## src/rtl/reorder_buffer_if.sv

```systemverilog
// Dispatch / write-back / commit / operand-read bundle for reorder_buffer.
// The master side is dispatch plus execute plus commit; the slave side is the buffer.
interface reorder_buffer_if #(
  parameter int ROBsize    = 8,
  parameter int ROBsizeLog = $clog2(ROBsize + 1)
);
  logic                  allocValid_i;
  logic [3:0]            allocCommandType_i;
  logic [4:0]            allocRD_i;
  logic                  allocReady_o;
  logic [ROBsizeLog-1:0] allocTag_o;
  logic                  wbValid_i;
  logic [ROBsizeLog-1:0] wbTag_i;
  logic [63:0]           wbData_i;
  logic                  wbFlagValid_i;
  logic [3:0]            wbFlags_i;
  logic                  ROBupdateHead_i;
  logic [ROBsizeLog-1:0] ROBhead_o;
  logic [78:0]           ROBcommitReadData_o;
  logic                  flush_i;
  logic [ROBsizeLog-1:0] readTagA_i;
  logic [ROBsizeLog-1:0] readTagB_i;
  logic [63:0]           readDataA_o;
  logic [63:0]           readDataB_o;
  logic                  readValidA_o;
  logic                  readValidB_o;
  logic [ROBsizeLog-1:0] count_o;

  modport master (
    output allocValid_i, allocCommandType_i, allocRD_i, wbValid_i, wbTag_i, wbData_i,
           wbFlagValid_i, wbFlags_i, ROBupdateHead_i, flush_i, readTagA_i, readTagB_i,
    input  allocReady_o, allocTag_o, ROBhead_o, ROBcommitReadData_o, readDataA_o,
           readDataB_o, readValidA_o, readValidB_o, count_o
  );

  modport slave (
    input  allocValid_i, allocCommandType_i, allocRD_i, wbValid_i, wbTag_i, wbData_i,
           wbFlagValid_i, wbFlags_i, ROBupdateHead_i, flush_i, readTagA_i, readTagB_i,
    output allocReady_o, allocTag_o, ROBhead_o, ROBcommitReadData_o, readDataA_o,
           readDataB_o, readValidA_o, readValidB_o, count_o
  );
endinterface

```

## src/rtl/reorder_buffer.sv

```systemverilog
// Circular reorder buffer: in-order allocate/commit, out-of-order write-back, full flush.
// Define ROB_WB_BYPASS_EN to forward same-cycle write-back onto the operand read ports.
module reorder_buffer #(
  parameter int ROBsize    = 8,
  parameter int ROBsizeLog = $clog2(ROBsize + 1),
  parameter int addrSize   = $clog2(ROBsize)
) (
  input logic             clk_i,
  input logic             reset_i,
  reorder_buffer_if.slave rob
);

  // Record: [78:75] type, [74:70] RD, [69] flagValid, [68:65] flags, [64] dataValid, [63:0] data
  logic [78:0]           entry [ROBsize];
  logic [ROBsize-1:0]    valid;
  logic [addrSize-1:0]   head, tail, wbIdx, rdIdx;
  logic [ROBsizeLog-1:0] count;
  logic                  allocOk, wbOk, commitOk;
  logic [ROBsizeLog-1:0] rdTag   [2];
  logic                  rdValid [2];
  logic [63:0]           rdData  [2];

  function automatic logic [addrSize-1:0] incPtr(input logic [addrSize-1:0] p);
    return (p == addrSize'(ROBsize - 1)) ? '0 : p + 1'b1;
  endfunction

  assign wbIdx = rob.wbTag_i[addrSize-1:0];

  always_comb begin
    allocOk  = rob.allocValid_i && (count != ROBsizeLog'(ROBsize));
    wbOk     = rob.wbValid_i && (rob.wbTag_i < ROBsizeLog'(ROBsize)) &&
               valid[wbIdx] && !entry[wbIdx][64];
    commitOk = rob.ROBupdateHead_i && (count != '0) && valid[head] && entry[head][64];
  end

  assign rob.allocReady_o        = (count != ROBsizeLog'(ROBsize));
  assign rob.allocTag_o          = ROBsizeLog'(tail);
  assign rob.ROBhead_o           = ROBsizeLog'(head);
  assign rob.ROBcommitReadData_o = valid[head] ? entry[head] : '0;
  assign rob.count_o             = count;

  assign rdTag[0] = rob.readTagA_i;
  assign rdTag[1] = rob.readTagB_i;

  always_comb begin
    rdIdx = '0;
    for (int unsigned p = 0; p < 2; p++) begin
      rdValid[p] = 1'b0;
      rdData[p]  = '0;
      rdIdx      = rdTag[p][addrSize-1:0];
      if (rdTag[p] < ROBsizeLog'(ROBsize)) begin
        rdValid[p] = valid[rdIdx] & entry[rdIdx][64];
        rdData[p]  = entry[rdIdx][63:0];
`ifdef ROB_WB_BYPASS_EN
        if (wbOk && (rob.wbTag_i == rdTag[p])) begin
          rdValid[p] = 1'b1;
          rdData[p]  = rob.wbData_i;
        end
`endif
      end
    end
  end

  assign rob.readValidA_o = rdValid[0];
  assign rob.readDataA_o  = rdData[0];
  assign rob.readValidB_o = rdValid[1];
  assign rob.readDataB_o  = rdData[1];

  // Alloc, write-back and commit never target the same slot: alloc needs an
  // empty slot, write-back an incomplete one, commit a complete one.
  always_ff @(posedge clk_i or posedge reset_i) begin
    if (reset_i) begin
      for (int unsigned i = 0; i < ROBsize; i++) entry[i] <= '0;
      valid <= '0;
      head  <= '0;
      tail  <= '0;
      count <= '0;
    end else if (rob.flush_i) begin
      valid <= '0;
      head  <= '0;
      tail  <= '0;
      count <= '0;
    end else begin
      if (allocOk) begin
        entry[tail] <= {rob.allocCommandType_i, rob.allocRD_i, 70'b0};
        valid[tail] <= 1'b1;
        tail        <= incPtr(tail);
      end
      if (wbOk) begin
        entry[wbIdx][69:0] <= {rob.wbFlagValid_i, rob.wbFlags_i, 1'b1, rob.wbData_i};
      end
      if (commitOk) begin
        entry[head] <= '0;
        valid[head] <= 1'b0;
        head        <= incPtr(head);
      end
      count <= count + ROBsizeLog'(allocOk) - ROBsizeLog'(commitOk);
    end
  end

endmodule

```

## src/flat_wrapper.sv

```systemverilog
// flat-port wrapper written by rule: the top's interface ports become plain ports
module reorder_buffer_flat 
#(
  parameter int ROBsize    = 8,
  parameter int ROBsizeLog = $clog2(ROBsize + 1),
  parameter int addrSize   = $clog2(ROBsize)
)
  (clk_i, reset_i, rob_allocValid_i, rob_allocCommandType_i, rob_allocRD_i, rob_wbValid_i, rob_wbTag_i, rob_wbData_i, rob_wbFlagValid_i, rob_wbFlags_i, rob_ROBupdateHead_i, rob_flush_i, rob_readTagA_i, rob_readTagB_i, rob_allocReady_o, rob_allocTag_o, rob_ROBhead_o, rob_ROBcommitReadData_o, rob_readDataA_o, rob_readDataB_o, rob_readValidA_o, rob_readValidB_o, rob_count_o);
  reorder_buffer_if #(.ROBsize(ROBsize), .ROBsizeLog(ROBsizeLog)) rob_i ();
  input logic clk_i;
  input logic reset_i;
  input wire logic [$bits(rob_i.allocValid_i)-1:0] rob_allocValid_i;
  input wire logic [$bits(rob_i.allocCommandType_i)-1:0] rob_allocCommandType_i;
  input wire logic [$bits(rob_i.allocRD_i)-1:0] rob_allocRD_i;
  input wire logic [$bits(rob_i.wbValid_i)-1:0] rob_wbValid_i;
  input wire logic [$bits(rob_i.wbTag_i)-1:0] rob_wbTag_i;
  input wire logic [$bits(rob_i.wbData_i)-1:0] rob_wbData_i;
  input wire logic [$bits(rob_i.wbFlagValid_i)-1:0] rob_wbFlagValid_i;
  input wire logic [$bits(rob_i.wbFlags_i)-1:0] rob_wbFlags_i;
  input wire logic [$bits(rob_i.ROBupdateHead_i)-1:0] rob_ROBupdateHead_i;
  input wire logic [$bits(rob_i.flush_i)-1:0] rob_flush_i;
  input wire logic [$bits(rob_i.readTagA_i)-1:0] rob_readTagA_i;
  input wire logic [$bits(rob_i.readTagB_i)-1:0] rob_readTagB_i;
  output wire logic [$bits(rob_i.allocReady_o)-1:0] rob_allocReady_o;
  output wire logic [$bits(rob_i.allocTag_o)-1:0] rob_allocTag_o;
  output wire logic [$bits(rob_i.ROBhead_o)-1:0] rob_ROBhead_o;
  output wire logic [$bits(rob_i.ROBcommitReadData_o)-1:0] rob_ROBcommitReadData_o;
  output wire logic [$bits(rob_i.readDataA_o)-1:0] rob_readDataA_o;
  output wire logic [$bits(rob_i.readDataB_o)-1:0] rob_readDataB_o;
  output wire logic [$bits(rob_i.readValidA_o)-1:0] rob_readValidA_o;
  output wire logic [$bits(rob_i.readValidB_o)-1:0] rob_readValidB_o;
  output wire logic [$bits(rob_i.count_o)-1:0] rob_count_o;
  assign rob_i.allocValid_i = rob_allocValid_i;
  assign rob_i.allocCommandType_i = rob_allocCommandType_i;
  assign rob_i.allocRD_i = rob_allocRD_i;
  assign rob_i.wbValid_i = rob_wbValid_i;
  assign rob_i.wbTag_i = rob_wbTag_i;
  assign rob_i.wbData_i = rob_wbData_i;
  assign rob_i.wbFlagValid_i = rob_wbFlagValid_i;
  assign rob_i.wbFlags_i = rob_wbFlags_i;
  assign rob_i.ROBupdateHead_i = rob_ROBupdateHead_i;
  assign rob_i.flush_i = rob_flush_i;
  assign rob_i.readTagA_i = rob_readTagA_i;
  assign rob_i.readTagB_i = rob_readTagB_i;
  assign rob_allocReady_o = rob_i.allocReady_o;
  assign rob_allocTag_o = rob_i.allocTag_o;
  assign rob_ROBhead_o = rob_i.ROBhead_o;
  assign rob_ROBcommitReadData_o = rob_i.ROBcommitReadData_o;
  assign rob_readDataA_o = rob_i.readDataA_o;
  assign rob_readDataB_o = rob_i.readDataB_o;
  assign rob_readValidA_o = rob_i.readValidA_o;
  assign rob_readValidB_o = rob_i.readValidB_o;
  assign rob_count_o = rob_i.count_o;
  reorder_buffer #(.ROBsize(ROBsize), .ROBsizeLog(ROBsizeLog), .addrSize(addrSize)) u_core (.clk_i(clk_i), .reset_i(reset_i), .rob(rob_i));
endmodule
```

## config.mk

```make
export PLATFORM = sky130hd
export DESIGN_NAME = reorder_buffer_flat
export DESIGN_NICKNAME = d
export VERILOG_FILES = /design/src/rtl/reorder_buffer_if.sv /design/src/rtl/reorder_buffer.sv /design/src/flat_wrapper.sv
export SDC_FILE = /design/constraint.sdc
export NUM_CORES = 2
export LEC_CHECK = 0
export ABC_AREA = 1
export CAP_MARGIN = 20
export CORE_AREA = 2 2 375 377
export DETAILED_ROUTE_END_ITERATION = 12
export DIE_AREA = 0 0 377 379
export MAX_ROUTING_LAYER = met4
export SYNTH_ARGS = -nofsm -noshare
export SYNTH_HDL_FRONTEND = slang
export SYNTH_SLANG_ARGS = --single-unit
```

## constraint.sdc

```tcl
create_clock -name clk_i -period 23 [get_ports clk_i]
set_clock_uncertainty 0.2 [all_clocks]
set_input_delay 4.6 -clock clk_i [delete_from_list [all_inputs] [get_ports clk_i]]
set_output_delay 4.6 -clock clk_i [all_outputs]
set_load 0.005 [all_outputs]
```

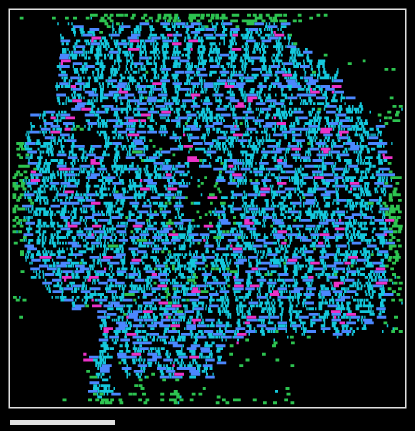
**Above:** cell classes on the final placement.
The bar under the picture is 100 microns long.
- clock drivers and dummy loads: magenta (cells 156)
- remaining logic cells: cyan (cells 6224)
- registers: blue (cells 650)
- remaining buffers and delay cells: green (cells 424)
sequential share of cell area: 29.7%
Std-Cell Rows: 137
core utilization of the finished layout: 39.4%
Placeable Area: 139000 sq um
fin area: 54800 sq um

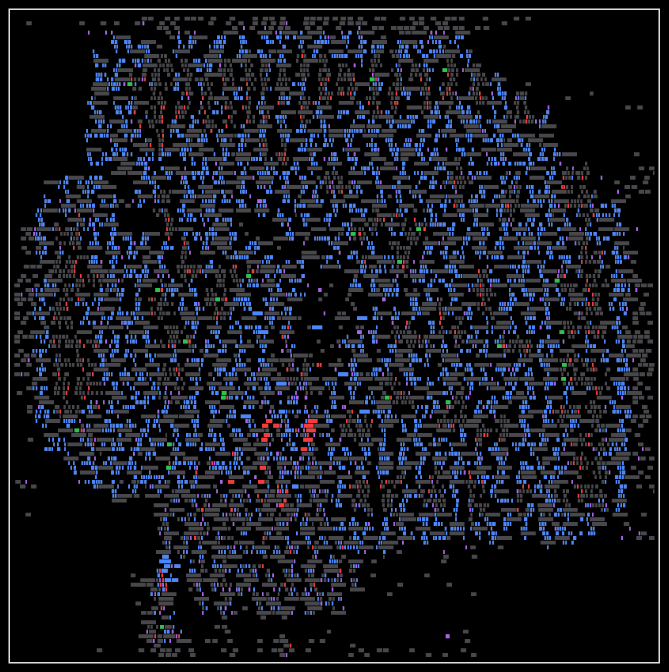
**Above:** gate-type map.
- non-inverting ao/oa cells: green (cells 23; most used a22o_1)
- inv cells: purple (cells 409; most used inv_1; where widely spread)
- nand cells: blue (cells 3801; most used nand2_1)
- nor cells: red (cells 266; most used nor2_1; where widely spread)
count of placed standard cells in the final layout, fillers left out: 9272
fraction of area in multi-input gates: 50.4%
most frequently placed logic cell in the final layout: nand2_1

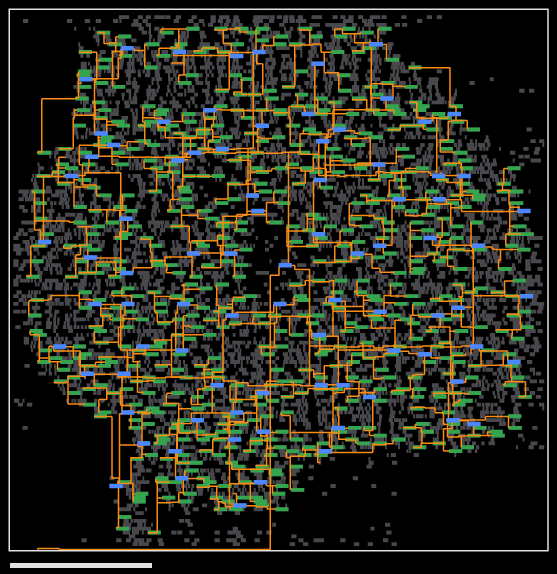
**Above:** clock network drawn from the DEF.
The bar under the picture is 100 microns long.
- clock-net drivers: blue (count 85)
- clock wires: orange (length 11600 microns)
- flip-flops: green (count 650)
- flops lie: widely spread
- routed clock nets: 86
clock group share of total power: 38.8%
worst-skew pair later-pin latency: 0.71 ns
Clock group: 1.42 mW

==> report_table.html <==
<h3>Run summary</h3>
<table>
<tr><th>Metric</th><th>Value</th></tr>
<tr><th colspan="2">Pwr</th></tr>
<tr><td>Proportion of total power due to net switching</td><td>35.9%</td></tr>
<tr><td>Worst vdd rail ir drop</td><td>0.0000535 V</td></tr>
<tr><td>Static power due to leakage</td><td>25.5 nW</td></tr>
<tr><th colspan="2">Run status</th></tr>
<tr><td>Run status</td><td>finished, final reports clean</td></tr>
<tr><th colspan="2">Final layout</th></tr>
<tr><td>Filler cell count</td><td>14500</td></tr>
<tr><td>Share of post-route cells with drive strength above 1</td><td>4.15%</td></tr>
<tr><th colspan="2">Yosys</th></tr>
<tr><td>Ys async rst share</td><td>100%</td></tr>
<tr><td>Mean post-synth cell area</td><td>approximately 6.4 sq um</td></tr>
<tr><td>Number of synthesis warnings</td><td>0</td></tr>
<tr><td>Summed instance area of the synthesized netlist</td><td>48400 sq um</td></tr>
<tr><th colspan="2">Final timing</th></tr>
<tr><td>Unrepaired setup endpoints after global routing</td><td>false</td></tr>
<tr><td>Rel. slew slack</td><td>18.1%</td></tr>
<tr><td>Final Max Slew Viols</td><td>0</td></tr>
<tr><td>Final Hold Fails</td><td>0</td></tr>
<tr><th colspan="2">Critical path</th></tr>
<tr><td>Worst flop-to-flop path startpoint</td><td>u_core.valid[7]</td></tr>
<tr><td>Data arrival time of the worst path</td><td>8.50 ns</td></tr>
<tr><td>Startpoint of the most critical setup path</td><td>rob_readTagA_i[0]</td></tr>
<tr><td>Crit Path Category</td><td>primary input to output port</td></tr>
<tr><th colspan="2">Floorplanning</th></tr>
<tr><td>Fraction of the core area occupied by cells at floorplan</td><td>34.9%</td></tr>
<tr><td>Chip Area</td><td>143000 sq um</td></tr>
<tr><th colspan="2">GRT</th></tr>
<tr><td>Met3 demand-to-capacity share in global routing</td><td>roughly 8.7%</td></tr>
<tr><td>Total routing usage reported by global routing</td><td>34.4%</td></tr>
<tr><td>Grt total ovfl</td><td>0</td></tr>
<tr><td>Antenna violations before repair</td><td>10</td></tr>
<tr><th colspan="2">Placement</th></tr>
<tr><td>Worst Setup Slack post-DPL</td><td>around 10 ns</td></tr>
<tr><th colspan="2">CTS</th></tr>
<tr><td>Post-CTS resize count</td><td>0</td></tr>
<tr><th colspan="2">Flow run</th></tr>
<tr><td>Number of warnings the tools reported</td><td>between 40 and 50</td></tr>
</table>
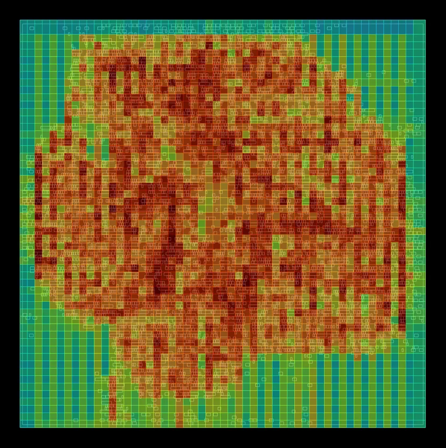
**Above:** routing congestion.
Routed wire per std cell: 26.8 microns
Most Crowded Layer GR: met2
global-route track usage on met1: 43.1%

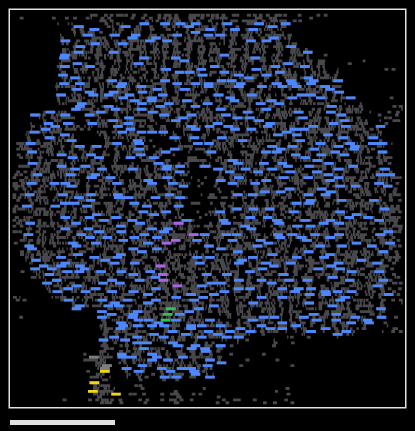
**Above:** sequential cells colored by netlist name.
The bar under the picture is 100 microns long. Other sequential cells in the stronger gray, the rest of the logic in the fainter gray.
- `u_core.valid`: purple (sequential cells 8; where center)
- `u_core.entry`: blue (sequential cells 632; where widely spread)
- `u_core.rob.count_o`: yellow (sequential cells 4; where lower left)
- `u_core.head`: green (sequential cells 3)
- not colored: 3
seq pwr: 1.42 mW
Reg area: 16300 sq um

-- flip-flops by register name, summed over array words and instances (netlist names) --
name                flops
u_core.rob.count_o      4
u_core.entry          632
u_core.valid            8
u_core.tail             3
u_core.head             3
-- through the flow --
step	util [%]	hold slack, ns	power, mW	cell area, sq um
after floorplan	-	0.246	1.92	48400
after global placement	37.3	0.260	2.20	51700
after detailed placement	37.3	0.267	2.22	51800
after CTS	39.4	0.282	3.64	54600
after global routing	39.4	0.324	3.80	54800
final	39.4	0.283	3.67	54800
-- cells in the mapped netlist, types with 22 or more instances --
library cell  number  share of area (%)
nand2_1         2663                 21
o21ai_0          871                9.0
dfrtp_1          650                 34
nand3_1          574                5.9
nand4_1          554                7.2
clkbuf_1         443                3.4
a21oi_1          394                4.1
inv_1            392                3.0
nor2_1           237                1.8
buf_2            221                2.3
a31oi_1          151                2.0
a221oi_1          61                1.1
o211ai_1          55               0.85
o22ai_1           49               0.63
o2bb2ai_1         41               0.74
a22oi_1           36               0.56
buf_1             33               0.26
a311oi_1          29               0.52
buf_4             28               0.43
a22o_1            22               0.40
-- how the worst min path moves through the flow --
stage / startpoint / to / slack, ns
after global routing: u_core.entry[78] / u_core.entry[78] / 0.32
after floorplan: u_core.entry[436] / u_core.entry[436] / 0.25
after global placement: u_core.entry[436] / u_core.entry[436] / 0.26
after detailed placement: u_core.entry[436] / u_core.entry[436] / 0.27
after CTS: u_core.entry[436] / u_core.entry[436] / 0.28
final: u_core.entry[436] / u_core.entry[436] / 0.28
-- per-layer routing --
layer  up-vias  part of all wire [%]
met3       926                    13
met2      4768                    44
met4         0                   5.7
met5         -                     0
li1      25500                     -
met1     28300                    37
-- power by group through the flow --
stage / Clock, mW / Combinational, mW / Sequential [mW]
global placement: 0 / 0.783 / 1.42
detailed placement: 0 / 0.801 / 1.42
CTS: 1.43 / 0.804 / 1.41
finish: 1.42 / 0.829 / 1.42
global route: 1.47 / 0.901 / 1.43
floorplan: 0 / 0.530 / 1.39
-- layout make-up --
| class | count | share of cell area [%] |
|---|---|---|
| Timing Repair Buffer | 424 | 7.54 |
| Inverter | 409 | 2.86 |
| Clock buffer | 133 | 4.69 |
| Multi-Input combinational cell | 5815 | 50.4 |
| Tap cell | 1807 | 4.13 |
| Clock inverter | 23 | 0.580 |
| Sequential cell | 650 | 29.7 |
| Antenna cell | 11 | 0.0503 |
-- worst max-delay path, stage by stage --
cell and delay [ns]:
buf_8 0.21, inv_6 0.77, buf_4 0.92, nor2_1 0.09
o21ai_0 0.20, a21oi_1 0.06, a311oi_1 0.79, clkdlybuf4s50_1 0.66
-- cells by family (layout without fill, tap and decap cells) --
logic type               count (synthesis)  after routing  synth area share (%)
AND-OR/OR-AND                         1735           1735                  20.2
buffers and inverters                 1140            989                  9.72
adder cells (fa/ha/maj)                 10             10                 0.274
XOR/XNOR                                 1              1                0.0181
other                                    1             13               0.00775
AND/OR/NAND/NOR                       4067           4067                  36.2
flip-flops                             650            650                  33.6
Power is estimated from default activity; no workload was simulated.
